### src/rtl/spi_register_interface_pkg.sv
// Shared types and constants for the SPI register-write front end.
package spi_register_interface_pkg;

    localparam int unsigned SPI_FRAME_BITS  = 24;
    localparam int unsigned REG_NUMBER_BITS = 16;
    localparam int unsigned REG_VALUE_BITS  = 8;

    typedef logic [REG_NUMBER_BITS-1:0] RegisterNumber_t;
    typedef logic [REG_VALUE_BITS-1:0]  RegisterValue_t;

    typedef enum logic [1:0] {
        IDLE,
        SHIFT,
        TAIL
    } SpiState_t;

endpackage

### src/rtl/spi_register_interface_if.sv
// SPI pins plus the register-write port; slave is the front end, master is the host side.
interface spi_register_interface_if;
    import spi_register_interface_pkg::*;

    logic            i_SPI_SCLK;
    logic            i_SPI_CS_n;
    logic            i_SPI_MOSI;
    logic            o_SPI_MISO;
    logic            o_RegisterWriteEnable;
    RegisterNumber_t o_RegisterWriteNumber;
    RegisterValue_t  o_RegisterWriteValue;
    logic            o_FrameError;

    modport slave (
        input  i_SPI_SCLK,
        input  i_SPI_CS_n,
        input  i_SPI_MOSI,
        output o_SPI_MISO,
        output o_RegisterWriteEnable,
        output o_RegisterWriteNumber,
        output o_RegisterWriteValue,
        output o_FrameError
    );

    modport master (
        output i_SPI_SCLK,
        output i_SPI_CS_n,
        output i_SPI_MOSI,
        input  o_SPI_MISO,
        input  o_RegisterWriteEnable,
        input  o_RegisterWriteNumber,
        input  o_RegisterWriteValue,
        input  o_FrameError
    );

endinterface

### src/rtl/signal_synchronizer.sv
// Single-bit flop-chain synchroniser with a configurable reset value.
module signal_synchronizer #(
    parameter int unsigned STAGES      = 2,
    parameter logic        RESET_VALUE = 1'b0
) (
    input  logic i_Clock,
    input  logic i_Reset_n,
    input  logic i_Async,
    output logic o_Sync
);

    logic [STAGES-1:0] sync_q;

    always_ff @(posedge i_Clock or negedge i_Reset_n) begin
        if (!i_Reset_n) begin
            sync_q <= {STAGES{RESET_VALUE}};
        end else begin
            sync_q <= (sync_q << 1) | STAGES'(i_Async);
        end
    end

    assign o_Sync = sync_q[STAGES-1];

endmodule

### src/rtl/spi_register_interface.sv
// SPI mode-0 slave that turns 24-bit {number, value} frames into single-cycle register writes
// and echoes the previously accepted frame on MISO.
module spi_register_interface
    import spi_register_interface_pkg::*;
#(
    parameter int unsigned SYNC_STAGES = 2,
    parameter int unsigned FRAME_BITS  = SPI_FRAME_BITS
) (
    input logic                     i_Clock,
    input logic                     i_Reset_n,
    spi_register_interface_if.slave spi_bus
);

    localparam int unsigned            CntBits = $clog2(FRAME_BITS + 2);
    localparam logic [CntBits-1:0]     CntFull = CntBits'(FRAME_BITS);
    localparam logic [CntBits-1:0]     CntSat  = CntBits'(FRAME_BITS + 1);

    logic sclk_s, cs_n_s, mosi_s;
    logic sclk_q, cs_n_q;
    logic sclk_rise, sclk_fall, cs_rise, cs_fall, in_frame;

    SpiState_t              state_q, state_d;
    logic [CntBits-1:0]     cnt_q, cnt_d;
    logic [FRAME_BITS-1:0]  shift_q, shift_d;
    logic [FRAME_BITS-1:0]  tx_q, tx_d;
    logic [FRAME_BITS-1:0]  frame_q, frame_d;
    logic                   pend_q, pend_d;
    logic                   we_q, we_d;
    RegisterNumber_t        num_q, num_d;
    RegisterValue_t         val_q, val_d;
    logic                   err_q, err_d;
    logic                   miso_q, miso_d;

    signal_synchronizer #(
        .STAGES      (SYNC_STAGES),
        .RESET_VALUE (1'b0)
    ) u_sync_sclk (
        .i_Clock   (i_Clock),
        .i_Reset_n (i_Reset_n),
        .i_Async   (spi_bus.i_SPI_SCLK),
        .o_Sync    (sclk_s)
    );

    signal_synchronizer #(
        .STAGES      (SYNC_STAGES),
        .RESET_VALUE (1'b1)
    ) u_sync_cs_n (
        .i_Clock   (i_Clock),
        .i_Reset_n (i_Reset_n),
        .i_Async   (spi_bus.i_SPI_CS_n),
        .o_Sync    (cs_n_s)
    );

    signal_synchronizer #(
        .STAGES      (SYNC_STAGES),
        .RESET_VALUE (1'b0)
    ) u_sync_mosi (
        .i_Clock   (i_Clock),
        .i_Reset_n (i_Reset_n),
        .i_Async   (spi_bus.i_SPI_MOSI),
        .o_Sync    (mosi_s)
    );

    assign sclk_rise = sclk_s & ~sclk_q;
    assign sclk_fall = ~sclk_s & sclk_q;
    assign cs_rise   = cs_n_s & ~cs_n_q;
    assign cs_fall   = ~cs_n_s & cs_n_q;
    // Gate on FSM state rather than live CS_n so a rising SCLK coincident with CS_n release counts.
    assign in_frame  = (state_q != IDLE);

    always_ff @(posedge i_Clock or negedge i_Reset_n) begin
        if (!i_Reset_n) begin
            sclk_q  <= 1'b0;
            cs_n_q  <= 1'b1;
            state_q <= IDLE;
            cnt_q   <= '0;
            shift_q <= '0;
            tx_q    <= '0;
            frame_q <= '0;
            pend_q  <= 1'b0;
            we_q    <= 1'b0;
            num_q   <= '0;
            val_q   <= '0;
            err_q   <= 1'b0;
            miso_q  <= 1'b0;
        end else begin
            sclk_q  <= sclk_s;
            cs_n_q  <= cs_n_s;
            state_q <= state_d;
            cnt_q   <= cnt_d;
            shift_q <= shift_d;
            tx_q    <= tx_d;
            frame_q <= frame_d;
            pend_q  <= pend_d;
            we_q    <= we_d;
            num_q   <= num_d;
            val_q   <= val_d;
            err_q   <= err_d;
            miso_q  <= miso_d;
        end
    end

    always_comb begin
        state_d = state_q;
        cnt_d   = cnt_q;
        shift_d = shift_q;
        tx_d    = tx_q;
        frame_d = frame_q;
        pend_d  = 1'b0;
        we_d    = 1'b0;
        num_d   = num_q;
        val_d   = val_q;
        err_d   = 1'b0;

        // Frame captured last cycle: publish it together with the strobe.
        if (pend_q) begin
            we_d    = 1'b1;
            num_d   = shift_q[FRAME_BITS-1 -: REG_NUMBER_BITS];
            val_d   = shift_q[REG_VALUE_BITS-1:0];
            frame_d = shift_q;
        end

        if (sclk_fall && in_frame) begin
            tx_d = {tx_q[FRAME_BITS-2:0], 1'b0};
        end

        if (sclk_rise && in_frame && (cnt_q != CntSat)) begin
            cnt_d = cnt_q + CntBits'(1);
        end

        case (state_q)
            IDLE: begin
                cnt_d = '0;
                if (cs_fall) begin
                    state_d = SHIFT;
                    tx_d    = frame_d;
                end
            end
            SHIFT: begin
                if (sclk_rise) begin
                    shift_d = {shift_q[FRAME_BITS-2:0], mosi_s};
                    if (cnt_d == CntFull) begin
                        pend_d  = 1'b1;
                        state_d = TAIL;
                    end
                end
                if (cs_rise) begin
                    err_d   = (cnt_d < CntFull);
                    state_d = IDLE;
                end
            end
            TAIL: begin
                if (cs_rise) begin
                    err_d   = (cnt_d > CntFull);
                    state_d = IDLE;
                end
            end
            default: state_d = IDLE;
        endcase

        miso_d = (state_d != IDLE) ? tx_d[FRAME_BITS-1] : 1'b0;
    end

    assign spi_bus.o_SPI_MISO            = miso_q;
    assign spi_bus.o_RegisterWriteEnable = we_q;
    assign spi_bus.o_RegisterWriteNumber = num_q;
    assign spi_bus.o_RegisterWriteValue  = val_q;
    assign spi_bus.o_FrameError          = err_q;

endmodule

### src/flat_wrapper.sv
// flat-port wrapper written by rule: the top's interface ports become plain ports
module spi_register_interface_flat import spi_register_interface_pkg::*;
#(
    parameter int unsigned SYNC_STAGES = 2,
    parameter int unsigned FRAME_BITS  = SPI_FRAME_BITS
)
  (i_Clock, i_Reset_n, spi_bus_i_SPI_SCLK, spi_bus_i_SPI_CS_n, spi_bus_i_SPI_MOSI, spi_bus_o_SPI_MISO, spi_bus_o_RegisterWriteEnable, spi_bus_o_RegisterWriteNumber, spi_bus_o_RegisterWriteValue, spi_bus_o_FrameError);
  spi_register_interface_if spi_bus_i ();
  input logic i_Clock;
  input logic i_Reset_n;
  input wire logic [$bits(spi_bus_i.i_SPI_SCLK)-1:0] spi_bus_i_SPI_SCLK;
  input wire logic [$bits(spi_bus_i.i_SPI_CS_n)-1:0] spi_bus_i_SPI_CS_n;
  input wire logic [$bits(spi_bus_i.i_SPI_MOSI)-1:0] spi_bus_i_SPI_MOSI;
  output wire logic [$bits(spi_bus_i.o_SPI_MISO)-1:0] spi_bus_o_SPI_MISO;
  output wire logic [$bits(spi_bus_i.o_RegisterWriteEnable)-1:0] spi_bus_o_RegisterWriteEnable;
  output wire logic [$bits(spi_bus_i.o_RegisterWriteNumber)-1:0] spi_bus_o_RegisterWriteNumber;
  output wire logic [$bits(spi_bus_i.o_RegisterWriteValue)-1:0] spi_bus_o_RegisterWriteValue;
  output wire logic [$bits(spi_bus_i.o_FrameError)-1:0] spi_bus_o_FrameError;
  assign spi_bus_i.i_SPI_SCLK = spi_bus_i_SPI_SCLK;
  assign spi_bus_i.i_SPI_CS_n = spi_bus_i_SPI_CS_n;
  assign spi_bus_i.i_SPI_MOSI = spi_bus_i_SPI_MOSI;
  assign spi_bus_o_SPI_MISO = spi_bus_i.o_SPI_MISO;
  assign spi_bus_o_RegisterWriteEnable = spi_bus_i.o_RegisterWriteEnable;
  assign spi_bus_o_RegisterWriteNumber = spi_bus_i.o_RegisterWriteNumber;
  assign spi_bus_o_RegisterWriteValue = spi_bus_i.o_RegisterWriteValue;
  assign spi_bus_o_FrameError = spi_bus_i.o_FrameError;
  spi_register_interface #(.SYNC_STAGES(SYNC_STAGES), .FRAME_BITS(FRAME_BITS)) u_core (.i_Clock(i_Clock), .i_Reset_n(i_Reset_n), .spi_bus(spi_bus_i));
endmodule
### config.mk
export PLATFORM = sky130hd
export DESIGN_NAME = spi_register_interface_flat
export DESIGN_NICKNAME = d
export VERILOG_FILES = /design/src/rtl/spi_register_interface_pkg.sv /design/src/rtl/spi_register_interface_if.sv /design/src/rtl/signal_synchronizer.sv /design/src/rtl/spi_register_interface.sv /design/src/flat_wrapper.sv
export SDC_FILE = /design/constraint.sdc
export NUM_CORES = 1
export LEC_CHECK = 0
export CAP_MARGIN = 10
export CORE_UTILIZATION = 50
export DETAILED_ROUTE_END_ITERATION = 6
export PLACE_DENSITY = 0.7
export SYNTH_ARGS = -nofsm -noshare
export SYNTH_HDL_FRONTEND = slang
export SYNTH_SLANG_ARGS = --single-unit
### constraint.sdc
create_clock -name i_Clock -period 2 [get_ports i_Clock]
set_input_delay 0.3 -clock i_Clock [delete_from_list [all_inputs] [get_ports i_Clock]]
set_output_delay 0.3 -clock i_Clock [all_outputs]
set_load 0.05 [all_outputs]
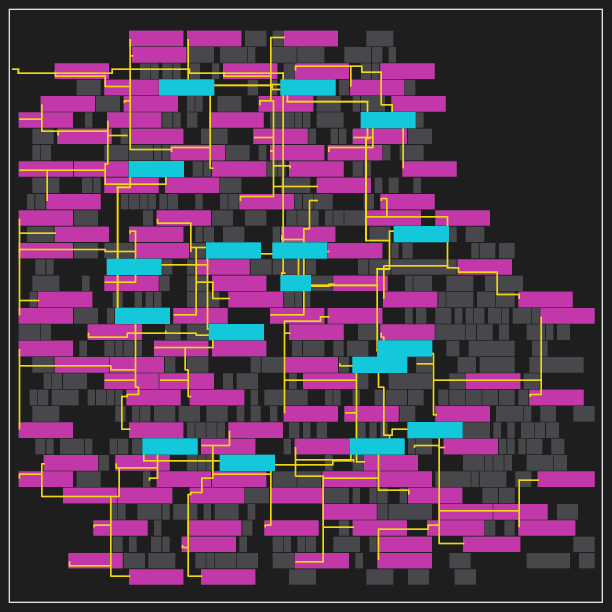
(run_1/clock_map.png)
(6 px per µm)
- cyan: cells driving clock nets (count 17)
- yellow: clock wires (length 1310 µm)
- magenta: flip-flops (count 115)
- flops lie: all over the die
- routed clock nets: 18

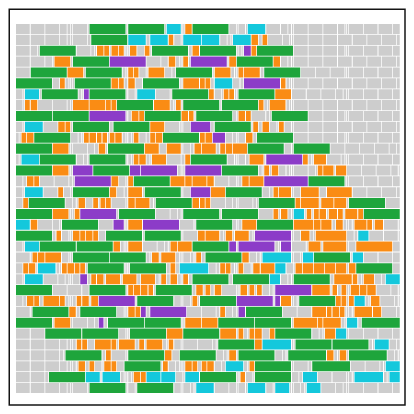
(run_1/cell_classes.png)
(4 px per µm) Fill, decap, tap and diode cells in grey.
- cyan: other buffers and delay cells (cells 45; share of their area 9.0%)
- green: flip-flops (cells 115; share of their area 51%)
- orange: all other logic (cells 280; share of their area 30%)
- purple: clock drivers and dummy loads (cells 32; share of their area 9.5%)
design area: 0.00578 mm²
standard-cell rows: 34
fin util: 65.0%
core area: 0.00889 mm²

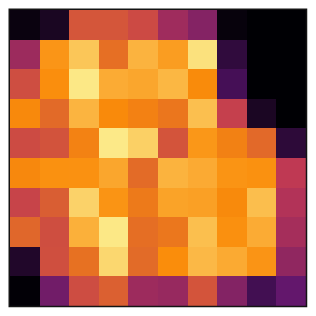
(run_1/density.png)
(3 px per µm) 10 x 10 tiles, from black (low) to pale yellow (high), 0 to 100% covered.
- emptiest ninth of the die: upper right
- tiles over 75% full: 37%
- mean over tiles: 58%
fp util: 52.5%

==> impl_metrics.yaml, run 1 <==
# yosys + openroad results
outcome:
  status: "complete, no violations"
pwr:
  swShare_pct: 26.0
  p_seq_share_pct: 43.7
  p_leak_nw: 2.93
  powerClk_w: 0.00268
  fin_total_pwr_w: 0.00665
  power.group.top: "sequential cells"
layout:
  area_growth_pct: 24.0
  stdcell_count: 580
  nNonClkBuffers: 45
  top_regs: "u_core.frame_q: 24 flops, u_core.shift_q: 24 flops, u_core.tx_q: 24 flops"
  comb.multi_input.count: 228
cts:
  cts_buffers: 17
  cts_resized: 1
  clockBufferDepth: 2
  clock_latency_ns: 0.50
placed_design:
  dpl.cell_count: 546
  place_area_mm2: 0.00517
  hpwl_um: 5130
  port_buffers: 31
logic_synthesis:
  ys_cells: 414
  ys_seq_share_pct: 61.8
  ys_sh_mux_pct: 11.2
  synth-async-reset-ratio_pct: 100
  ys_ff: 115
  avgSynthCellArea_um2: 11.3
  top_area_cell: "dfrtp_1"
sta:
  worst_hold_slack_ns: 0.161
  finalMaxSlewViolations: 0
  fin_tns_setup_ns: 0
grt:
  grt_pass1_wl_um: 14400
  gr-usage-met1_pct: 25.9
  grt_antenna_before_repair: 0
  grt_most_used_layer: "met2"
  grt_pass1_vias: 3012
setup_path:
  critPathLaunchType: "flop"
  worstSetupStartpoint: "u_core.state_q[1]"
  r2r-end: "u_core.spi_bus.o_SPI_MISO"
  r2r_start: "u_core.state_q[1]"
  path_buffers: 1
route:
  met3_length_um: 218
  wl_um: 8180
  viasPerCell: 5.14
==> inputs of run 2 (changes only) <==
CTS_CLUSTER_DIAMETER = 200   (was unset)
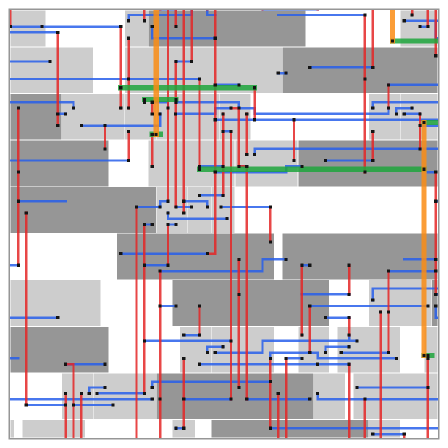
(run_2/zoom.png)
Window x 37 to 62, y 37 to 62 µm. Cells in grey, sequential cells in the stronger grey; small squares are vias.
- green: met3
- red: met2
- blue: met1
- orange: met4
- most frequent: mux2i_1 (10), dfrtp_1 (10), a21oi_1 (6)
- sequential cells in the window: 10
- cells with their middle in the window: 36
- netlist names of flops here include: u_core.tx_q (8), u_core.frame_q (2)

==> run 2 against run 1 <==
Net effect: hold slack is the same; die size stayed put; sequential cell count stayed put; final area unchanged; cell count did not move; first-iteration DRC count did not move; clock-buffer cell count did not move; sequential power about the same; critical path depth unchanged; synthesized cell count unchanged; via count did not move; critical endpoint unchanged.
==> impl_metrics.yaml, run 2 <==
# yosys + openroad results
setup_path:
  cp.required_ns: 2.39
  r2r-end: "u_core.spi_bus.o_SPI_MISO"
  worstSetupStartpoint: "u_core.state_q[1]"
  cp_max_fo: 5
  path_buffers: 1
  critPathSlowestCell: "dfrtp_1"
  critPathLaunchType: "flop"
  r2r_start: "u_core.state_q[1]"
  reg2reg_depth: 7
  path_class: "flop to flop"
pwr:
  power.group.top: "sequential cells"
  clockPowerShare_pct: 40.3
  seq_cell_power_w: 0.00290
  p_leak_nw: 2.93
  fin_total_pwr_w: 0.00665
  p_comb_share_pct: 16.0
  p_seq_share_pct: 43.7
  powerClk_w: 0.00268
  swShare_pct: 26.0
cts:
  clock_latency_ns: 0.50
  cts_setup_buffers: 1
  htreeDepth: 4
  cts_resized: 1
  cts_tree: "yes"
  cts_buffers: 17
  clockBufferDepth: 2
  hold_buffers: 1
grt:
  gr-usage-met1_pct: 25.9
  grt_antenna_before_repair: 0
  grt_pass1_wl_um: 14400
  grt_pass1_vias: 3012
  use_met2_pct: 29.3
  grt_most_used_layer: "met2"
  use_met3_pct: 5.96
  grtUsageTotal_pct: 19.0
  gr-total-overflow: 0
route:
  met3_length_um: 218
  antenna_left: 0
  wl_um: 8180
  dr.first_iter.drc_count: 158
  wl_met2_um: 3940
  viasPerCell: 5.14
  drc: 0
  firstDrtPassIters: 7
  drt-met1-wl_um: 3930
layout:
  nNonClkBuffers: 45
  inv_count: 52
  nonClkBufAreaFrac_pct: 8.78
  layout_top_cells: "dfrtp_1, inv_1, o21ai_0, nor2_1, nand2_1"
  layout.nets: 470
  sh_comb_area_pct: 26.4
  comb.multi_input.count: 228
  finish.utilization_pct: 65.0
  layout_top_cell: "dfrtp_1"
  top_regs: "u_core.frame_q: 24 flops, u_core.shift_q: 24 flops, u_core.tx_q: 24 flops"
  logic_area_mm2: 0.00152
  area_growth_pct: 24.0
  design_area_mm2: 0.00578
  stdcell_count: 580
logic_synthesis:
  synth-async-reset-ratio_pct: 100
  ys_sh_mux_pct: 11.2
  top_area_cell: "dfrtp_1"
  ys_seq_share_pct: 61.8
  ys_ff: 115
  synth_area_mm2: 0.00466
  avgSynthCellArea_um2: 11.3
  edf_count: 0
  yosysChipArea_mm2: 0.00466
  synthAoiAreaFrac_pct: 10.2
  yosys.area_share.adder_pct: 1.61
  synthTopLogicFamily: "multiplexers"
  xor_share_pct: 0.939
  ys_cells: 414
placed_design:
  port_buffers: 31
  place_area_mm2: 0.00517
  dpl.cell_count: 546
  hpwl_um: 5130
  dp_slack_ns: -0.00968
sta:
  period_needed_ns: 1.97
  worst_hold_slack_ns: 0.161
  tightest_slew_ns: 0.568
  fmax_mhz: 507
  fin_tns_setup_ns: 0
  finalMaxSlewViolations: 0
  fin_crit_sh_pct: 98.6
  maxSlewHeadroom_pct: 62.2
floorplanning:
  rows: 34
  fp_util_pct: 52.5
  design.core.area_mm2: 0.00889
outcome:
  status: "complete, no violations"
==> run_2/clock_map.png <==
(6 px per µm)
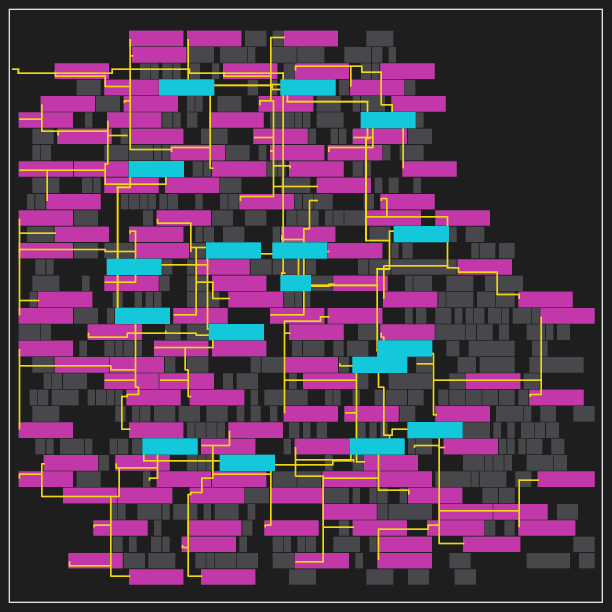

==> inputs of run 3 (changes only) <==
SKIP_CTS_REPAIR_TIMING = 1   (was unset)
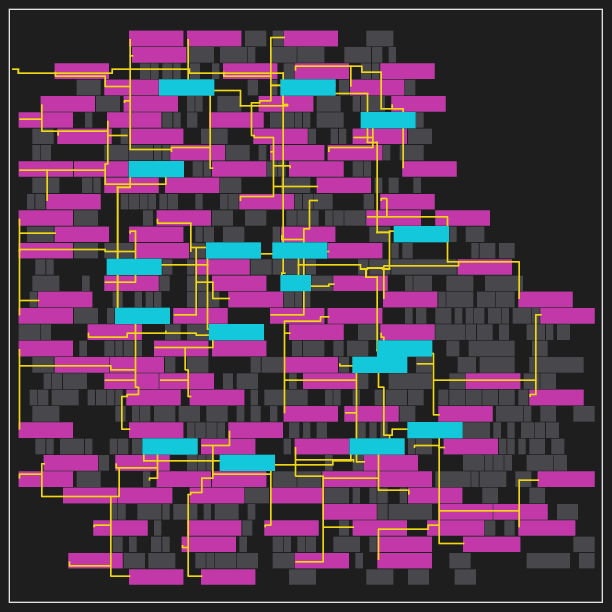
(run_3/clock_map.png)
(6 px per µm)
clk ins delay skew pair: 0.50 ns
clock skew: 0.00869 ns
clock group total power: 0.00268 W
Clk pwr share: 40.2%

==> run 3 against run 2 <==
Net effect: sequential power barely moved; critical path depth did not move; combinational power barely moved; clock skew rose by 0.00091 ns; sequential share of layout area fell by 0.065 points; routed wire length rose by 0.18%; hold slack got worse by 0.0027 ns; fmax fell by 0.66%.
==> impl_metrics.yaml, run 3 <==
# yosys + openroad results
pwr:
  p_seq_share_pct: 43.6
  seq_cell_power_w: 0.00290
  swShare_pct: 26.0
  p_comb_share_pct: 16.2
  fin_total_pwr_w: 0.00667
  power.group.top: "sequential cells"
  p_leak_nw: 2.93
route:
  antenna_left: 0
  wl_met2_um: 3940
  met3_length_um: 228
  vias: 2977
  viasPerCell: 5.12
  wl_um: 8190
  firstDrtPassIters: 5
  highest-signal-layer: "met4"
  drt-met1-wl_um: 3940
  drc: 0
layout:
  comb.multi_input.count: 228
  layout.nets: 471
  nNonClkBuffers: 46
  stdcell_count: 581
  sh_comb_area_pct: 26.3
  design_area_mm2: 0.00579
  layout_top_cells: "dfrtp_1, inv_1, o21ai_0, nor2_1, nand2_1"
  top_regs: "u_core.frame_q: 24 flops, u_core.shift_q: 24 flops, u_core.tx_q: 24 flops"
  inv_count: 52
  nonClkBufAreaFrac_pct: 8.90
  clkbuf_count: 23
  finish.utilization_pct: 65.1
grt:
  use_met2_pct: 29.3
  grt_pass1_vias: 3012
  gr-usage-met1_pct: 25.7
  grt_antenna_before_repair: 0
  use_met3_pct: 5.96
  grtUsageTotal_pct: 19.0
  gr-total-overflow: 0
cts:
  clockBufferDepth: 2
  cts_buffers: 17
  htreeDepth: 4
  cts_tree: "yes"
  cts_sinks: 115
setup_path:
  critPathLaunchType: "flop"
  r2r_start: "u_core.state_q[1]"
  critPathSlowestCell: "dfrtp_1"
  path_buffers: 1
  path_class: "flop to flop"
  reg2reg_depth: 7
  cp.required_ns: 2.39
  worstSetupStartpoint: "u_core.state_q[1]"
  r2r-end: "u_core.spi_bus.o_SPI_MISO"
  cp_max_fo: 5
logic_synthesis:
  xor_share_pct: 0.939
  yosysChipArea_mm2: 0.00466
  ys_cells: 414
  synth-async-reset-ratio_pct: 100
  avgSynthCellArea_um2: 11.3
  yosys.area_share.adder_pct: 1.61
  top_area_cell: "dfrtp_1"
  ys_seq_share_pct: 61.8
  ys_sh_mux_pct: 11.2
  synth_area_mm2: 0.00466
  synthAoiAreaFrac_pct: 10.2
  synthTopLogicFamily: "multiplexers"
  edf_count: 0
placed_design:
  port_buffers: 31
  dp_slack_ns: -0.00968
  hpwl_um: 5130
  place_area_mm2: 0.00517
  dpl.cell_count: 546
floorplanning:
  fp_util_pct: 52.5
  rows: 34
  design.core.area_mm2: 0.00889
sta:
  final-setup-viol-count: 0
  worst_hold_slack_ns: 0.158
  fin_crit_sh_pct: 99.2
  period_needed_ns: 1.98
  fin_tns_setup_ns: 0
  finalMaxSlewViolations: 0
  tightest_slew_ns: 0.567
  maxSlewHeadroom_pct: 62.2
outcome:
  status: "complete, no violations"
Power and IR drop assume default switching activity.
